Figure 1. Signal wires by layer (run 1).
Only two layers are drawn.
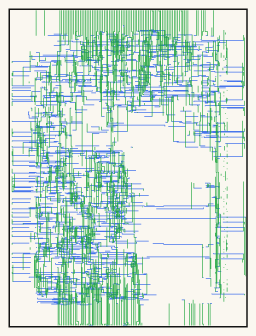
Figure 2. Close-up of the layout (run 1).
Window x 12 to 52, y 108 to 148 um. Cells in gray, sequential cells in the stronger gray; small squares are vias.
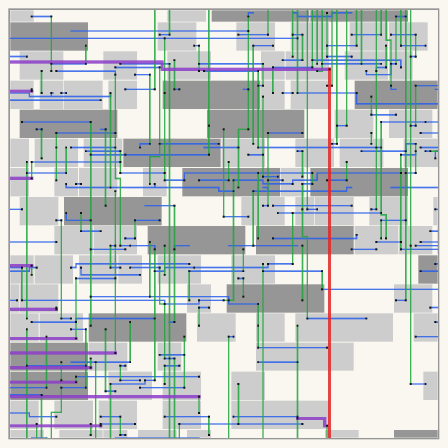
Figure 3. Sequential cells colored by netlist name (run 1).
Bar = 50 um. Other sequential cells in the stronger gray, the rest of the logic in the fainter gray.
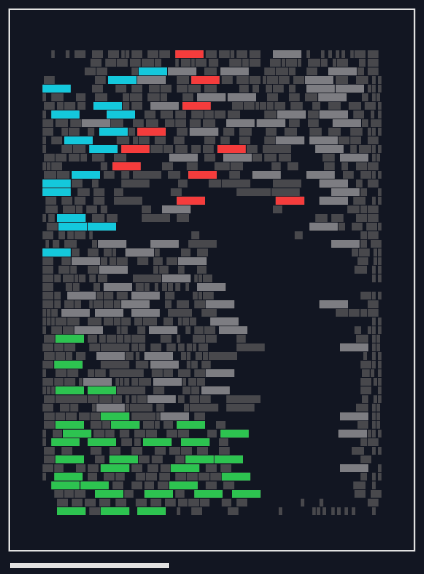
--- config.mk ---
export PLATFORM = sky130hd
export DESIGN_NAME = pcie_cfg_req_ctrl_flat
export DESIGN_NICKNAME = d
export VERILOG_FILES = /design/src/rtl/pcie_cfg_pkg.sv /design/src/rtl/pcie_cfg_req_ctrl_if.sv /design/src/rtl/pcie_cfg_rq_desc_builder.sv /design/src/rtl/pcie_cfg_req_ctrl.sv /design/src/flat_wrapper.sv
export SDC_FILE = /design/constraint.sdc
export NUM_CORES = 1
export LEC_CHECK = 0
export CAP_MARGIN = 20
export CORE_ASPECT_RATIO = 1.4
export CORE_MARGIN = 10
export CORE_UTILIZATION = 41
export CTS_BUF_LIST = sky130_fd_sc_hd__clkbuf_4 sky130_fd_sc_hd__clkbuf_8 sky130_fd_sc_hd__clkbuf_16
export CTS_CLUSTER_SIZE = 24
export DETAILED_ROUTE_END_ITERATION = 6
export PLACE_DENSITY = 0.83
export SYNTH_ARGS = -nofsm -noshare
export SYNTH_HDL_FRONTEND = slang
export SYNTH_SLANG_ARGS = --single-unit
--- constraint.sdc ---
create_clock -name user_clk -period 6.32 [get_ports user_clk]
set_input_delay 1.896 -clock user_clk [delete_from_list [all_inputs] [get_ports user_clk]]
set_output_delay 1.896 -clock user_clk [all_outputs]
set_load 0.01 [all_outputs]
--- src/rtl/pcie_cfg_pkg.sv ---
// Shared definitions for the config-request sequencer:
//   - request type codes (4-bit descriptor field)
//   - response status codes returned to the host
//   - FSM state encoding
//   - descriptor field bit positions on the 128-bit RQ beat
//   - small helpers for request-type selection and counter sizing
package pcie_cfg_pkg;

  localparam logic [3:0] REQ_T0_RD = 4'b1000;
  localparam logic [3:0] REQ_T0_WR = 4'b1001;
  localparam logic [3:0] REQ_T1_RD = 4'b1010;
  localparam logic [3:0] REQ_T1_WR = 4'b1011;

  typedef enum logic [2:0] {
    STS_SC      = 3'd0,
    STS_UR      = 3'd1,
    STS_CRS     = 3'd2,
    STS_CA      = 3'd4,
    STS_TIMEOUT = 3'd7
  } cfg_status_e;

  typedef enum logic [2:0] {
    ST_IDLE    = 3'd0,
    ST_HDR     = 3'd1,
    ST_DATA    = 3'd2,
    ST_WAIT    = 3'd3,
    ST_BACKOFF = 3'd4,
    ST_RESP    = 3'd5
  } cfg_state_e;

  localparam int DESC_REG_LSB     = 2;
  localparam int DESC_REG_W       = 10;
  localparam int DESC_DWCNT_LSB   = 64;
  localparam int DESC_DWCNT_W     = 11;
  localparam int DESC_REQTYPE_LSB = 75;
  localparam int DESC_REQID_LSB   = 80;
  localparam int DESC_TAG_LSB     = 96;
  localparam int DESC_BDF_LSB     = 104;

  function automatic logic [3:0] req_type(input logic write, input logic type1);
    case ({type1, write})
      2'b00:   return REQ_T0_RD;
      2'b01:   return REQ_T0_WR;
      2'b10:   return REQ_T1_RD;
      default: return REQ_T1_WR;
    endcase
  endfunction

  function automatic int max_int(input int a, input int b);
    return (a > b) ? a : b;
  endfunction

endpackage

--- src/rtl/pcie_cfg_req_ctrl_if.sv ---
// Bus bundle between the host/enumeration logic, the config decoder and
// the config-request sequencer.
//   cmd_*         : one-at-a-time config command from the host
//   rsp_*         : one-cycle response pulse with status and read data
//   s_axis_rq_*   : 128-bit RQ AXI-Stream toward the core
//   config_mode   : tells the decoder a config transaction is outstanding
//   cpl_*         : completion pulses from the decoder
// Modports: master = host/decoder/core side, slave = sequencer.
interface pcie_cfg_req_ctrl_if #(
  parameter int C_DATA_WIDTH = 128,
  parameter int TUSER_WIDTH  = 60
);
  logic                      cmd_valid;
  logic                      cmd_ready;
  logic                      cmd_write;
  logic                      cmd_type1;
  logic [15:0]               cmd_bdf;
  logic [9:0]                cmd_reg;
  logic [3:0]                cmd_be;
  logic [31:0]               cmd_wdata;

  logic                      rsp_valid;
  logic [2:0]                rsp_status;
  logic [31:0]               rsp_rdata;

  logic [C_DATA_WIDTH-1:0]   s_axis_rq_tdata;
  logic [C_DATA_WIDTH/32-1:0] s_axis_rq_tkeep;
  logic                      s_axis_rq_tlast;
  logic                      s_axis_rq_tvalid;
  logic                      s_axis_rq_tready;
  logic [TUSER_WIDTH-1:0]    s_axis_rq_tuser;

  logic                      config_mode;

  logic                      cpl_sc;
  logic                      cpl_ur;
  logic                      cpl_crs;
  logic                      cpl_ca;
  logic                      cpl_mismatch;
  logic [31:0]               cpl_data;

  modport master (
    output cmd_valid, cmd_write, cmd_type1, cmd_bdf, cmd_reg, cmd_be, cmd_wdata,
    input  cmd_ready,
    input  rsp_valid, rsp_status, rsp_rdata,
    input  s_axis_rq_tdata, s_axis_rq_tkeep, s_axis_rq_tlast, s_axis_rq_tvalid,
    input  s_axis_rq_tuser,
    output s_axis_rq_tready,
    input  config_mode,
    output cpl_sc, cpl_ur, cpl_crs, cpl_ca, cpl_mismatch, cpl_data
  );

  modport slave (
    input  cmd_valid, cmd_write, cmd_type1, cmd_bdf, cmd_reg, cmd_be, cmd_wdata,
    output cmd_ready,
    output rsp_valid, rsp_status, rsp_rdata,
    output s_axis_rq_tdata, s_axis_rq_tkeep, s_axis_rq_tlast, s_axis_rq_tvalid,
    output s_axis_rq_tuser,
    input  s_axis_rq_tready,
    output config_mode,
    input  cpl_sc, cpl_ur, cpl_crs, cpl_ca, cpl_mismatch, cpl_data
  );
endinterface

--- src/rtl/pcie_cfg_rq_desc_builder.sv ---
// Combinational formatting of the RQ beats for one config request.
// Inputs : latched command fields and the current tag.
// Outputs: desc_beat (descriptor beat), data_beat (write payload beat).
module pcie_cfg_rq_desc_builder
  import pcie_cfg_pkg::*;
#(
  parameter logic [15:0] REQUESTER_ID = 16'h10EE,
  parameter int          C_DATA_WIDTH = 128
) (
  input  logic                    cmd_write,
  input  logic                    cmd_type1,
  input  logic [15:0]             cmd_bdf,
  input  logic [9:0]              cmd_reg,
  input  logic [31:0]             cmd_wdata,
  input  logic [7:0]              tag,
  output logic [C_DATA_WIDTH-1:0] desc_beat,
  output logic [C_DATA_WIDTH-1:0] data_beat
);

  always_comb begin
    desc_beat = '0;
    desc_beat[DESC_REG_LSB     +: DESC_REG_W]   = cmd_reg;
    desc_beat[DESC_DWCNT_LSB   +: DESC_DWCNT_W] = 11'd1;
    desc_beat[DESC_REQTYPE_LSB +: 4]            = req_type(cmd_write, cmd_type1);
    desc_beat[DESC_REQID_LSB   +: 16]           = REQUESTER_ID;
    desc_beat[DESC_TAG_LSB     +: 8]            = tag;
    desc_beat[DESC_BDF_LSB     +: 16]           = cmd_bdf;

    data_beat        = '0;
    data_beat[31:0]  = cmd_wdata;
  end

endmodule

--- src/rtl/pcie_cfg_req_ctrl.sv ---
// Config-request sequencer for the Root Port. Accepts one config read/write
// from the host, emits a Type0/Type1 request on the RQ stream, waits for the
// decoder's completion pulse (or timeout) and returns status/read data.
// Ports: user_clk, reset (async, active high), bus (pcie_cfg_req_ctrl_if.slave).
// Build option: PCIE_CFG_CRS_RETRY_EN enables CRS back-off and re-issue;
// without it a CRS completion is reported to the host immediately.
//
// state   | meaning
// --------+-------------------------------------------------
// IDLE    | ready for a command, config_mode low
// HDR     | presenting descriptor beat
// DATA    | presenting write payload beat
// WAIT    | waiting for a completion pulse or timeout
// BACKOFF | CRS back-off before re-issue (retry build only)
// RESP    | one-cycle rsp_valid to the host
module pcie_cfg_req_ctrl
  import pcie_cfg_pkg::*;
#(
  parameter logic [15:0] REQUESTER_ID        = 16'h10EE,
  parameter int          C_DATA_WIDTH        = 128,
  parameter int          KEEP_WIDTH          = C_DATA_WIDTH/32,
  parameter int          AXI4_RQ_TUSER_WIDTH = 60,
  parameter int          TIMEOUT_CYCLES      = 50000,
  parameter int          MAX_CRS_RETRY       = 8,
  parameter int          CRS_BACKOFF_CYCLES  = 1000
) (
  input logic               user_clk,
  input logic               reset,
  pcie_cfg_req_ctrl_if.slave bus
);

  // one counter serves both the completion timeout and the CRS back-off
  localparam int CNT_W = $clog2(max_int(TIMEOUT_CYCLES, CRS_BACKOFF_CYCLES) + 1);
  localparam logic [CNT_W-1:0] TO_LAST = CNT_W'(TIMEOUT_CYCLES - 1);

  cfg_state_e  state_q, state_d;
  cfg_status_e sts_q, sts_d;
  logic [31:0] rdata_q, rdata_d;
  logic        ld_rsp;

  logic        cmd_write_q, cmd_type1_q;
  logic [15:0] cmd_bdf_q;
  logic [9:0]  cmd_reg_q;
  logic [3:0]  cmd_be_q;
  logic [31:0] cmd_wdata_q;
  logic [7:0]  tag_q;
  logic [CNT_W-1:0] cnt_q;
  logic        emit_done;

  logic [C_DATA_WIDTH-1:0]        desc_beat, data_beat, tdata;
  logic [KEEP_WIDTH-1:0]          tkeep;
  logic [AXI4_RQ_TUSER_WIDTH-1:0] tuser;
  logic                           tvalid, tlast;

`ifdef PCIE_CFG_CRS_RETRY_EN
  localparam int RETRY_W = $clog2(MAX_CRS_RETRY + 1);
  localparam logic [CNT_W-1:0]   BO_LAST   = CNT_W'(CRS_BACKOFF_CYCLES - 1);
  localparam logic [RETRY_W-1:0] RETRY_MAX = RETRY_W'(MAX_CRS_RETRY);
  logic [RETRY_W-1:0] retry_q;
`endif

  pcie_cfg_rq_desc_builder #(
    .REQUESTER_ID (REQUESTER_ID),
    .C_DATA_WIDTH (C_DATA_WIDTH)
  ) u_desc (
    .cmd_write (cmd_write_q),
    .cmd_type1 (cmd_type1_q),
    .cmd_bdf   (cmd_bdf_q),
    .cmd_reg   (cmd_reg_q),
    .cmd_wdata (cmd_wdata_q),
    .tag       (tag_q),
    .desc_beat (desc_beat),
    .data_beat (data_beat)
  );

  always_ff @(posedge user_clk or posedge reset) begin
    if (reset) state_q <= ST_IDLE;
    else       state_q <= state_d;
  end

  always_comb begin
    state_d = state_q;
    ld_rsp  = 1'b0;
    sts_d   = STS_SC;
    rdata_d = '0;
    unique case (state_q)
      ST_IDLE: if (bus.cmd_valid) state_d = ST_HDR;
      ST_HDR:  if (bus.s_axis_rq_tready) state_d = cmd_write_q ? ST_DATA : ST_WAIT;
      ST_DATA: if (bus.s_axis_rq_tready) state_d = ST_WAIT;
      ST_WAIT: begin
        // completion pulses are checked before the timeout so one landing
        // on the last wait cycle still wins
        if (bus.cpl_sc) begin
          state_d = ST_RESP; ld_rsp = 1'b1; sts_d = STS_SC;
          rdata_d = cmd_write_q ? 32'd0 : bus.cpl_data;
        end else if (bus.cpl_ur) begin
          state_d = ST_RESP; ld_rsp = 1'b1; sts_d = STS_UR;
        end else if (bus.cpl_ca) begin
          state_d = ST_RESP; ld_rsp = 1'b1; sts_d = STS_CA;
        end else if (bus.cpl_crs) begin
`ifdef PCIE_CFG_CRS_RETRY_EN
          if (retry_q < RETRY_MAX) begin
            state_d = ST_BACKOFF;
          end else begin
            state_d = ST_RESP; ld_rsp = 1'b1; sts_d = STS_CRS;
          end
`else
          state_d = ST_RESP; ld_rsp = 1'b1; sts_d = STS_CRS;
`endif
        end else if (cnt_q == TO_LAST) begin
          state_d = ST_RESP; ld_rsp = 1'b1; sts_d = STS_TIMEOUT;
        end
      end
`ifdef PCIE_CFG_CRS_RETRY_EN
      ST_BACKOFF: if (cnt_q == BO_LAST) state_d = ST_HDR;
`endif
      ST_RESP: state_d = ST_IDLE;
      default: state_d = ST_IDLE;
    endcase
  end

  // last beat of a request accepted by the core
  assign emit_done = bus.s_axis_rq_tready &&
                     ((state_q == ST_HDR && !cmd_write_q) || state_q == ST_DATA);

  always_ff @(posedge user_clk or posedge reset) begin
    if (reset) begin
      cmd_write_q <= 1'b0;
      cmd_type1_q <= 1'b0;
      cmd_bdf_q   <= '0;
      cmd_reg_q   <= '0;
      cmd_be_q    <= '0;
      cmd_wdata_q <= '0;
      tag_q       <= '0;
      cnt_q       <= '0;
      sts_q       <= STS_SC;
      rdata_q     <= '0;
    end else begin
      if (state_q == ST_IDLE && bus.cmd_valid) begin
        cmd_write_q <= bus.cmd_write;
        cmd_type1_q <= bus.cmd_type1;
        cmd_bdf_q   <= bus.cmd_bdf;
        cmd_reg_q   <= bus.cmd_reg;
        cmd_be_q    <= bus.cmd_be;
        cmd_wdata_q <= bus.cmd_wdata;
      end
      if (emit_done) tag_q <= tag_q + 8'd1;
      // restart on every state change so WAIT/BACKOFF count from 0
      cnt_q <= (state_d != state_q) ? '0 : cnt_q + 1'b1;
      if (ld_rsp) begin
        sts_q   <= sts_d;
        rdata_q <= rdata_d;
      end
    end
  end

`ifdef PCIE_CFG_CRS_RETRY_EN
  always_ff @(posedge user_clk or posedge reset) begin
    if (reset)                                             retry_q <= '0;
    else if (state_q == ST_IDLE)                           retry_q <= '0;
    else if (state_q == ST_BACKOFF && state_d == ST_HDR)   retry_q <= retry_q + 1'b1;
  end
`endif

  always_comb begin
    tvalid = 1'b0;
    tdata  = '0;
    tkeep  = '0;
    tlast  = 1'b0;
    tuser  = '0;
    unique case (state_q)
      ST_HDR: begin
        tvalid     = 1'b1;
        tdata      = desc_beat;
        tkeep      = '1;
        tlast      = !cmd_write_q;
        tuser[3:0] = cmd_be_q;
      end
      ST_DATA: begin
        tvalid     = 1'b1;
        tdata      = data_beat;
        tkeep      = KEEP_WIDTH'(1);
        tlast      = 1'b1;
        tuser[3:0] = cmd_be_q;
      end
      default: ;
    endcase
  end

  assign bus.s_axis_rq_tvalid = tvalid;
  assign bus.s_axis_rq_tdata  = tdata;
  assign bus.s_axis_rq_tkeep  = tkeep;
  assign bus.s_axis_rq_tlast  = tlast;
  assign bus.s_axis_rq_tuser  = tuser;
  assign bus.cmd_ready        = (state_q == ST_IDLE);
  assign bus.config_mode      = (state_q != ST_IDLE);
  assign bus.rsp_valid        = (state_q == ST_RESP);
  assign bus.rsp_status       = sts_q;
  assign bus.rsp_rdata        = rdata_q;

endmodule
--- src/flat_wrapper.sv ---
// flat-port wrapper written by rule: the top's interface ports become plain ports
module pcie_cfg_req_ctrl_flat import pcie_cfg_pkg::*;
#(
  parameter logic [15:0] REQUESTER_ID        = 16'h10EE,
  parameter int          C_DATA_WIDTH        = 128,
  parameter int          KEEP_WIDTH          = C_DATA_WIDTH/32,
  parameter int          AXI4_RQ_TUSER_WIDTH = 60,
  parameter int          TIMEOUT_CYCLES      = 50000,
  parameter int          MAX_CRS_RETRY       = 8,
  parameter int          CRS_BACKOFF_CYCLES  = 1000
)
  (user_clk, reset, bus_cmd_valid, bus_cmd_write, bus_cmd_type1, bus_cmd_bdf, bus_cmd_reg, bus_cmd_be, bus_cmd_wdata, bus_cmd_ready, bus_rsp_valid, bus_rsp_status, bus_rsp_rdata, bus_s_axis_rq_tdata, bus_s_axis_rq_tkeep, bus_s_axis_rq_tlast, bus_s_axis_rq_tvalid, bus_s_axis_rq_tuser, bus_s_axis_rq_tready, bus_config_mode, bus_cpl_sc, bus_cpl_ur, bus_cpl_crs, bus_cpl_ca, bus_cpl_mismatch, bus_cpl_data);
  pcie_cfg_req_ctrl_if #(.C_DATA_WIDTH(C_DATA_WIDTH)) bus_i ();
  input logic user_clk;
  input logic reset;
  input wire logic [$bits(bus_i.cmd_valid)-1:0] bus_cmd_valid;
  input wire logic [$bits(bus_i.cmd_write)-1:0] bus_cmd_write;
  input wire logic [$bits(bus_i.cmd_type1)-1:0] bus_cmd_type1;
  input wire logic [$bits(bus_i.cmd_bdf)-1:0] bus_cmd_bdf;
  input wire logic [$bits(bus_i.cmd_reg)-1:0] bus_cmd_reg;
  input wire logic [$bits(bus_i.cmd_be)-1:0] bus_cmd_be;
  input wire logic [$bits(bus_i.cmd_wdata)-1:0] bus_cmd_wdata;
  output wire logic [$bits(bus_i.cmd_ready)-1:0] bus_cmd_ready;
  output wire logic [$bits(bus_i.rsp_valid)-1:0] bus_rsp_valid;
  output wire logic [$bits(bus_i.rsp_status)-1:0] bus_rsp_status;
  output wire logic [$bits(bus_i.rsp_rdata)-1:0] bus_rsp_rdata;
  output wire logic [$bits(bus_i.s_axis_rq_tdata)-1:0] bus_s_axis_rq_tdata;
  output wire logic [$bits(bus_i.s_axis_rq_tkeep)-1:0] bus_s_axis_rq_tkeep;
  output wire logic [$bits(bus_i.s_axis_rq_tlast)-1:0] bus_s_axis_rq_tlast;
  output wire logic [$bits(bus_i.s_axis_rq_tvalid)-1:0] bus_s_axis_rq_tvalid;
  output wire logic [$bits(bus_i.s_axis_rq_tuser)-1:0] bus_s_axis_rq_tuser;
  input wire logic [$bits(bus_i.s_axis_rq_tready)-1:0] bus_s_axis_rq_tready;
  output wire logic [$bits(bus_i.config_mode)-1:0] bus_config_mode;
  input wire logic [$bits(bus_i.cpl_sc)-1:0] bus_cpl_sc;
  input wire logic [$bits(bus_i.cpl_ur)-1:0] bus_cpl_ur;
  input wire logic [$bits(bus_i.cpl_crs)-1:0] bus_cpl_crs;
  input wire logic [$bits(bus_i.cpl_ca)-1:0] bus_cpl_ca;
  input wire logic [$bits(bus_i.cpl_mismatch)-1:0] bus_cpl_mismatch;
  input wire logic [$bits(bus_i.cpl_data)-1:0] bus_cpl_data;
  assign bus_i.cmd_valid = bus_cmd_valid;
  assign bus_i.cmd_write = bus_cmd_write;
  assign bus_i.cmd_type1 = bus_cmd_type1;
  assign bus_i.cmd_bdf = bus_cmd_bdf;
  assign bus_i.cmd_reg = bus_cmd_reg;
  assign bus_i.cmd_be = bus_cmd_be;
  assign bus_i.cmd_wdata = bus_cmd_wdata;
  assign bus_cmd_ready = bus_i.cmd_ready;
  assign bus_rsp_valid = bus_i.rsp_valid;
  assign bus_rsp_status = bus_i.rsp_status;
  assign bus_rsp_rdata = bus_i.rsp_rdata;
  assign bus_s_axis_rq_tdata = bus_i.s_axis_rq_tdata;
  assign bus_s_axis_rq_tkeep = bus_i.s_axis_rq_tkeep;
  assign bus_s_axis_rq_tlast = bus_i.s_axis_rq_tlast;
  assign bus_s_axis_rq_tvalid = bus_i.s_axis_rq_tvalid;
  assign bus_s_axis_rq_tuser = bus_i.s_axis_rq_tuser;
  assign bus_i.s_axis_rq_tready = bus_s_axis_rq_tready;
  assign bus_config_mode = bus_i.config_mode;
  assign bus_i.cpl_sc = bus_cpl_sc;
  assign bus_i.cpl_ur = bus_cpl_ur;
  assign bus_i.cpl_crs = bus_cpl_crs;
  assign bus_i.cpl_ca = bus_cpl_ca;
  assign bus_i.cpl_mismatch = bus_cpl_mismatch;
  assign bus_i.cpl_data = bus_cpl_data;
  pcie_cfg_req_ctrl #(.REQUESTER_ID(REQUESTER_ID), .C_DATA_WIDTH(C_DATA_WIDTH), .KEEP_WIDTH(KEEP_WIDTH), .AXI4_RQ_TUSER_WIDTH(AXI4_RQ_TUSER_WIDTH), .TIMEOUT_CYCLES(TIMEOUT_CYCLES), .MAX_CRS_RETRY(MAX_CRS_RETRY), .CRS_BACKOFF_CYCLES(CRS_BACKOFF_CYCLES)) u_core (.user_clk(user_clk), .reset(reset), .bus(bus_i));
endmodule
==> COMMIT_EDITMSG, run 1 <==
Record implementation results from latest flow run

- Result of the run: finished, final reports clean
* Yosys warning total: 0
- Kind of cell with the highest combined delay on the critical path: simple AND/OR/NAND/NOR gates
- At the floorplan stage, the core utilization is reported as between 40% and 50%.
- Worst r2r dst: u_core.cmd_bdf_q[15]
- Post-synthesis cell type with the largest combined area: sky130_fd_sc_hd__dfrtp_1
- The synthesis stat section lists a flop and latch total of roughly 130.
- Max-cap violation count: 0
* Vias: roughly 4.6k
* Final Cell Area: roughly 9000 um^2
* Drt drc: 0
* Final period utilization: between 70% and 80%
* Worst hold path type: register to register
- The script computed a power per unit cell area of roughly 450 nW/um^2.
* Xor/xnor share: roughly 2.5%
- Top cells excl fill/tap: sky130_fd_sc_hd__clkdlybuf4s50_1, sky130_fd_sc_hd__dfrtp_1, sky130_fd_sc_hd__conb_1, sky130_fd_sc_hd__mux2_2, sky130_fd_sc_hd__and2_1
- Chip width: approximately 130 um
* DR iter-0 viols: 180
- Met1 capacity usage during global routing: about 16%
- The detailed router used layers up to and including met4.
- The clock network accounts for around 25% of the total power.
* Clock tree from TritonCTS: yes
- # Cells Yosys: 566
- The startpoint identified for the worst register-to-register timing path is u_core.state_q[0].
* Hold violation total from the final report: 0
* Largest family of logic cells by area: buffers and inverters
- Core footprint: 15,700 um^2
- Counting the fill cells in the layout gives about 1.3k.
- Yosys reports a chip area of 6620 um^2.
- Leading cell type by number of instances after synthesis: sky130_fd_sc_hd__buf_4
- The root buffer cell chosen for the clock tree is sky130_fd_sc_hd__clkbuf_16.
* Detailed-router iteration count before antenna repair: 5
- Post-detail-place hpwl: ~14,000 um
- Looking at the post-CTS report, the setup buffer insertion count equals 0.
- In this run the power spent charging and discharging nets is approximately 1.3 mW.
* Most common library cells after synthesis: sky130_fd_sc_hd__buf_4, sky130_fd_sc_hd__dfrtp_1, sky130_fd_sc_hd__mux2_2
- Global-route wire length before repair: approximately 28,000 um
- In this run the core area contains between 50 and 60 standard-cell rows.
- Peak supply drop: between 200 and 300 uV
- Routed metal-1 wirelength: about 6400 um
* Crit path max fanout: 26
- After detailed routing, the average wire length per cell comes to around 18 um.
* Number of standard cells after synthesis: roughly 570
- Combinational group power: approximately 1.7 mW
- Along the worst hold path, the cell count comes to 1.
* Area post-placement: ~8400 um^2
* Most common cell after layout, fill and taps aside: sky130_fd_sc_hd__clkdlybuf4s50_1
* Simple-gate share of the synthesized area: between 10% and 20%
- Setup violations remaining at the end of the flow were counted as 0.
- Distinct cells, synth: roughly 52
- Remaining number of nets flagged by the antenna check after routing: 0
- Clock network power: 1.03 mW
About Figure 1:
Blue stands for met1, wire length 6,380 um. Green stands for met2, wire length 9,150 um.

About Figure 2:
Purple stands for met3. Red stands for met4. Blue stands for met1. Green stands for met2.
81 logic cells have their middle in the window. Most frequent: clkdlybuf4s50_1 (28), mux2_2 (15), dfrtp_1 (15). Netlist names of flops here include u_core.cmd_bdf_q (10), u_core.cmd_reg_q (3). Sequential cells in the window: 15.

About Figure 3:
Green stands for u_core.bus.rsp_rdata, sequential cells 32. Red stands for u_core.cmd_reg_q, sequential cells 10, where north. Cyan stands for u_core.cmd_bdf_q, sequential cells 16, where north-west.
fraction of area in registers: 34.8%
P_seq: 1.30 mW
share of the core filled with cells in the final layout: 57.5%
area of all sequential standard cells: 3150 um^2

==> run 1: registers in the layout, summed over array words and instances, names as in the netlist <==
register / count
u_core.tag_q: 8
u_core.cmd_write_q: 1
u_core.state_q: 3
u_core.cnt_q: 16
u_core.cmd_be_q: 4
u_core.bus.rsp_status: 3
u_core.cmd_bdf_q: 16
u_core.cmd_type1_q: 1
u_core.cmd_wdata_q: 32
u_core.bus.rsp_rdata: 32
u_core.cmd_reg_q: 10
==> run 1: cell type report <==
type / instances / area (um^2) / share of cell area, %
Sequential cell: 126 / 3150 / 34.8
Multi-Input combinational cell: 391 / 2730 / 30.1
Timing Repair Buffer: 227 / 2270 / 25.1
Clock buffer: 18 / 439 / 4.85
Tap cell: 196 / 245 / 2.71
Clock inverter: 14 / 183 / 2.02
Inverter: 10 / 40.0 / 0.442
Figure 4. I/O nets highlighted (run 1).
Bar = 50 um.
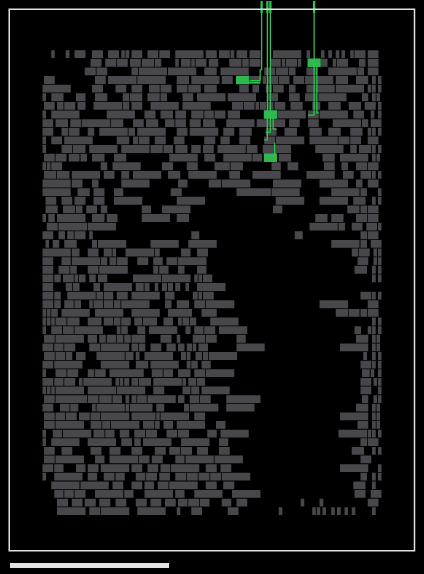

==> run 2: changes to the inputs <==
--- a/config.mk
+++ b/config.mk
@@ -8,11 +8,11 @@
 export CAP_MARGIN = 20
 export CORE_ASPECT_RATIO = 1.4
 export CORE_MARGIN = 10
-export CORE_UTILIZATION = 41
+export CORE_UTILIZATION = 37
 export CTS_BUF_LIST = sky130_fd_sc_hd__clkbuf_4 sky130_fd_sc_hd__clkbuf_8 sky130_fd_sc_hd__clkbuf_16
 export CTS_CLUSTER_SIZE = 24
 export DETAILED_ROUTE_END_ITERATION = 6
-export PLACE_DENSITY = 0.83
+export PLACE_DENSITY = 0.79
 export SYNTH_ARGS = -nofsm -noshare
 export SYNTH_HDL_FRONTEND = slang
 export SYNTH_SLANG_ARGS = --single-unit
==> constraint.sdc (replaced) <==
create_clock -name user_clk -period 4.2 [get_ports user_clk]
set_input_delay 1.26 -clock user_clk [delete_from_list [all_inputs] [get_ports user_clk]]
set_output_delay 1.26 -clock user_clk [all_outputs]
set_load 0.01 [all_outputs]
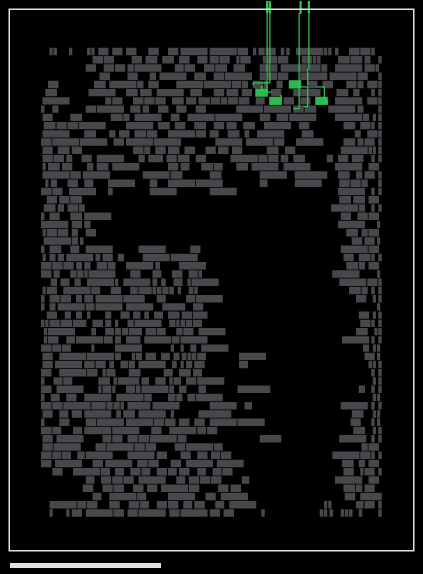
Figure 5: run 2, I/O nets highlighted.
Bar = 50 um.
Green stands for bus_cmd_be, bits 4, direction input, edge north, end cells 4, buffers 4, wire 143 um.
Boundary Pins: 337
number of port buffers: 218

==> run 2 against run 1 <==
Clock-buffer cell count up 3. Non-clock buffer count down 1. Via count about the same. Sequential power up about 50%. Highest routed layer unchanged. Worst hold slack worse by 6.7 ps. Critical endpoint is now bus_s_axis_rq_tuser[3]. Flip-flop count unchanged. Combinational power up 52%. Largest cell class unchanged.
==> COMMIT_EDITMSG, run 2 <==
Record implementation results from latest flow run

* Drt drc: 0 (unchanged)
- The highest ir drop seen on vdd is 379 uV (+34%).
- The floorplan die width came to 133 um (+4.4%).
- The placed instance area came to 8500 um^2 (+1.1%).
- The switching power of the nets is 1.97 mW (+47%).
* Met2 usage: 24.9%
- Timing analysis after detailed placement gives a worst setup slack of about 900 ps.
- Time the final worst path needs with I/O delays and setup: 3750 ps
* Number of logic gates: 391 (unchanged)
- The number of core rows came to 57 (+5.6%).
- Worst Reg2Reg Path Length in Cells: 4
- The number of max-cap violations was 0 (unchanged).
- Ordered cell list for the critical path: nor2b_1, nor2b_2, buf_12, nor2_1, nor2b_1, clkdlybuf4s50_1
- The power density over cell area is 670 nW/um^2 (+49%).
- Crit path max fanout: 50 (+92%)
- Xor/xnor share: 2.51% (unchanged)
- Most common library cells after synthesis: sky130_fd_sc_hd__buf_4, sky130_fd_sc_hd__dfrtp_1, sky130_fd_sc_hd__mux2_2
* Remaining number of nets flagged by the antenna check after routing: 0 (unchanged)
- Multiplexer area fraction after synthesis: between 10 and 15%
- Logic area: 2730 um^2 (unchanged)
- Via count of the first global-routing pass: 4,906
- The initial cell density of the core is 37.9% (-4.2 points).
- Clock tree from TritonCTS: yes
- H-tree lvl count: 4
- Core footprint: 17,500 um^2 (+11%)
- Source of the critical timing path: u_core.state_q[0]
- Clock-cell share: 6.70% (-0.16 points)
- The final hold violation count was 0 (unchanged).
* Top cells excl fill/tap: sky130_fd_sc_hd__clkdlybuf4s50_1, sky130_fd_sc_hd__dfrtp_1, sky130_fd_sc_hd__conb_1, sky130_fd_sc_hd__mux2_2, sky130_fd_sc_hd__and2_1
* Worst hold path type: register to register
- Distinct cells, synth: 52 (unchanged)
- Number of tap cells added at floorplan: 236 (+20%)
- Detailed-router iteration count before antenna repair: 5 (unchanged)
- The portion of total power attributed to the clock network was 25.0% (-0.4 points).
* Final Cell Area: 9110 um^2 (+0.55%)
- The clock network power consumption is 1.53 mW (+49%).
- The final routed wire length divided by cell count is 17.3 um (-4.4%).
* Layout clock buffer count: 21 (+3)
- The run finished with clean final reports.
- The tally of yosys warning messages came to 0 (unchanged).
- Sequential cell count: 126 (unchanged)
- Setup repair after global routing left no endpoint under its margin.
- Number of buffers added for setup after CTS: 0 (unchanged)
- The number of instances on the worst hold path is 1 (unchanged).
- # Cells Yosys: 566 (unchanged)
* Total congestion overflow after global routing: 0
* Final period utilization: roughly 89%
- Between the synthesized netlist and the finished layout, the area growth was recorded as 37.6%.
- The share of final layout cell area taken by non-clock buffers was 25.0% (-0.028 points).
* Reg-to-reg setup timing slack: between 2000 and 2500 ps
- The detailed-route via count is 4,584 (-0.044%).
* Simple-gate share of the synthesized area: 12.4% (unchanged)
* Repair and plain buffers: 226 (-0.44%)
- Setup crit end: bus_s_axis_rq_tuser[3]
- The tool warning count for the run is 27.
- Count of filler cells inserted in the layout: 1,557 (+16%)
* Post-detail-place hpwl: 13,600 um (+0.29%)
- CTS Root Cell: sky130_fd_sc_hd__clkbuf_16
- Worst r2r dst: u_core.cnt_q[2]
- Multi-input logic portion of the cell area: 29.9% (-0.17 points)
* Total setup violations reported at the end of the flow: 0 (unchanged)
* Portion of total power attributed to combinational logic: 43.1%
- Yosys instantiated no cell more often than sky130_fd_sc_hd__buf_4.
- In this run the static leakage power is between 3 and 4 nW.
- Post-synthesis cell type with the largest combined area: sky130_fd_sc_hd__dfrtp_1
* CP most frequent cell: sky130_fd_sc_hd__nor2b_1
- The number of synthesized register bits is 126 (unchanged).
* Via-per-instance ratio: approximately 4.5
* Met1 capacity usage during global routing: 14.8% (-1.4 points)
- The area reported by Yosys stat is 6620 um^2 (unchanged).
- Largest family of logic cells by area: buffers and inverters
- Fraction of layout cells with a size suffix above 1: 15.7%
* Non-CTS inverters: 10 (unchanged)
* Share of synthesized registers carrying an async set or reset: 100%
- The chip occupies about 24,000 um^2.
- Headroom to the max-slew limit came out at between 40% and 50%.
- The combinational power is 2.63 mW (+52%).
- The sequential cell area came to 3150 um^2 (unchanged).
- Launch point of the worst reg-to-reg path: u_core.cnt_q[10]
- Kind of cell with the highest combined delay on the critical path: buffers and inverters
* Antenna violations before repair: 0
- The synthesized netlist cell count was 566 (unchanged).
* P_int: 4.14 mW
* Area-dominant cell class after layout: registers
* Count of instances resized after the clock tree is built: 0
- DR iter-0 viols: 182 (+1.1%)
* Height of the die: ~180 um
- Among logic cells in the layout, the one with the most instances is sky130_fd_sc_hd__clkdlybuf4s50_1.
* Global-route wire length before repair: 27,500 um (-1.1%)
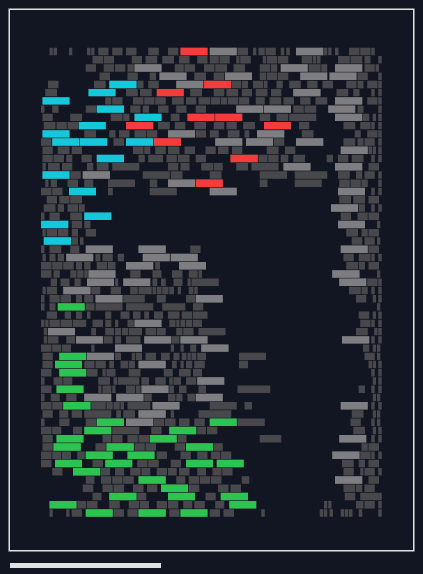
Figure 6: run 2, sequential cells colored by netlist name.
Bar = 50 um. Other sequential cells in the stronger gray, the rest of the logic in the fainter gray.
Green stands for u_core.bus.rsp_rdata, sequential cells 32. Cyan stands for u_core.cmd_bdf_q, sequential cells 16, where north-west. Red stands for u_core.cmd_reg_q, sequential cells 10, where north.
Another 68 sequential cells are not colored.
P_seq: 1.95 mW
fraction of area in registers: 34.6%
share of the core filled with cells in the final layout: 52.1%

==> run 2: cell count changes in the layout (fill, tap and decap cells not counted), sizes merged <==
cell,delta
clkinvlp,+2
inv,-3
clkinv,-3
clkbuf,+3
buf,-1
==> run 2: logic make-up (layout without fill, tap and decap cells) <==
| group | count (synthesis) | after routing |
|---|---|---|
| xor+xnor | 19 | 19 |
| compound gates | 61 | 61 |
| simple gates | 127 | 127 |
| mux | 65 | 65 |
| buf+inv | 165 | 267 |
| other cells | 1 | 117 |
| fa+ha+maj | 2 | 2 |
| flops | 126 | 126 |
==> run 2: routing by layer <==
metal	up-vias	routed length [um]
li1	2108	-
met1	2231	6360
met2	225	9060
met3	20	1850
met4	0	376
met5	-	0
==> run 3: changes to the inputs <==
--- a/config.mk
+++ b/config.mk
@@ -13,6 +13,7 @@
 export CTS_CLUSTER_SIZE = 24
 export DETAILED_ROUTE_END_ITERATION = 6
 export PLACE_DENSITY = 0.79
+export SLEW_MARGIN = 20
 export SYNTH_ARGS = -nofsm -noshare
 export SYNTH_HDL_FRONTEND = slang
 export SYNTH_SLANG_ARGS = --single-unit
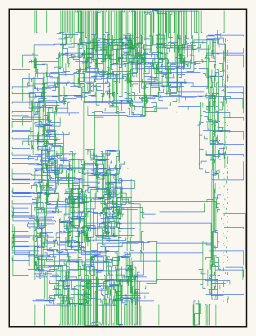
Figure 7: run 3, signal wires by layer.
Only two layers are drawn.
Blue stands for met1, wire length 6,360 um. Green stands for met2, wire length 9,060 um.

==> run 3 against run 2 <==
Clock-buffer cell count did not move. Sequential power barely moved. Maximum frequency unchanged. Combinational power about the same. Sequential share of layout area unchanged. Synthesized cell count is the same. Die size unchanged. Via count unchanged. Critical endpoint unchanged. Largest power group unchanged.
==> COMMIT_EDITMSG, run 3 <==
Record implementation results from latest flow run

* Setup crit end: bus_s_axis_rq_tuser[3]
- Per the synthesis report, the dominant area consumer among library cells is sky130_fd_sc_hd__dfrtp_1.
- Peak supply drop: 379 uV (unchanged)
- Kind of cell with the highest combined delay on the critical path: buffers and inverters
- The core region area came to 17,500 um^2 (unchanged).
- The tightest min-delay check is of the register to register type.
* Antenna violations before repair: 0 (unchanged)
* Result of the run: finished, final reports clean
- Crit path max fanout: 50 (unchanged)
- The design internal power is 4.14 mW (unchanged).
- Total power divided by cell area: 670 nW/um^2 (unchanged)
* Final period utilization: 89.3% (unchanged)
- Ordered cell list for the critical path: nor2b_1, nor2b_2, buf_12, nor2_1, nor2b_1, clkdlybuf4s50_1
- Clock network power: 1.53 mW (about the same)
- Init Core Util: 37.9% (unchanged)
- The fraction of layout instances using a drive strength above 1 was 15.7% (unchanged).
- The floorplan die width was 133 um (unchanged).
* H-tree lvl count: 4 (unchanged)
- The number of max-cap violations came to 0 (unchanged).
- Most common cell after layout, fill and taps aside: sky130_fd_sc_hd__clkdlybuf4s50_1
- TritonCTS built the clock tree.
- CP most frequent cell: sky130_fd_sc_hd__nor2b_1
* Unrepaired setup endpoints after global routing: no
- Reg-to-reg setup timing slack: 2010 ps (about the same)
- Total setup violations reported at the end of the flow: 0 (unchanged)
* # Cells Yosys: 566 (unchanged)
- The global-route congestion overflow total is 0 (unchanged).
- Area post-placement: 8500 um^2 (unchanged)
- Time the final worst path needs with I/O delays and setup: 3750 ps (unchanged)
- The number of fill cells came to 1,557 (unchanged).
* OpenROAD warnings: 27 (unchanged)
* Combinational group power: 2.63 mW (about the same)
* Worst Reg2Reg Path Length in Cells: 4 (unchanged)
* Yosys synthesis chip area: 6620 um^2 (unchanged)
- The post-route core utilization came to 52.1% (unchanged).
- The total die size was 23,700 um^2 (unchanged).
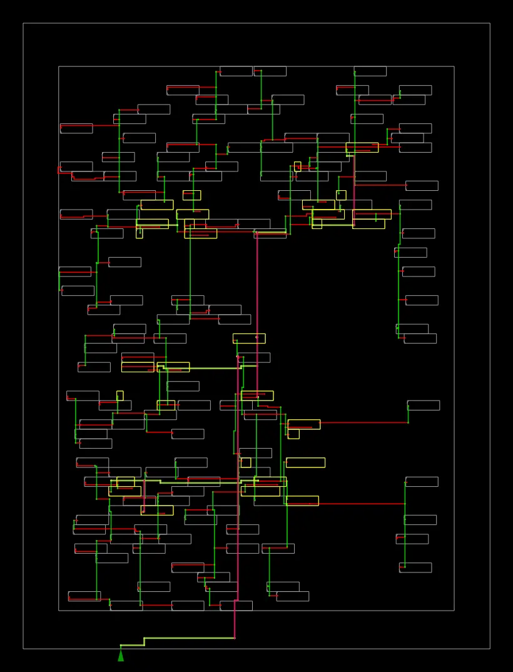
Figure 8: run 3, clock wiring as the flow saved it.
number of buffers added by the clock tree synthesis step: 17
layout clock buffer count: 21

==> run 3: cell type report <==
cell class	count	area, um^2	area share (%)
clock buffer	21	474	5.21
clock inverter	10	136	1.50
inverter	10	41.3	0.453
multi-input combinational	391	2730	29.9
sequential	126	3150	34.6
tap	236	295	3.24
timing repair buffer	226	2280	25.0
==> run 3: cells by family (layout without fill, tap and decap cells) <==
family	count (synthesis)	count (layout)	synth area share, %
fa+ha+maj	2	2	0.378
flops	126	126	47.6
xor+xnor	19	19	2.51
buf+inv	165	267	17.8
compound gates	61	61	8.11
other cells	1	117	0.0567
simple gates	127	127	12.4
mux	65	65	11.1
==> run 3: per-layer routing <==
layer  wire length (um)  up-vias  track usage [%]
met5                  0        -                0
met4                376        0             5.38
met1               6360     2231             14.8
li1                   -     2108                -
met2               9060      225             24.9
met3               1850       20             6.87
Power is estimated from default activity; no workload was simulated.
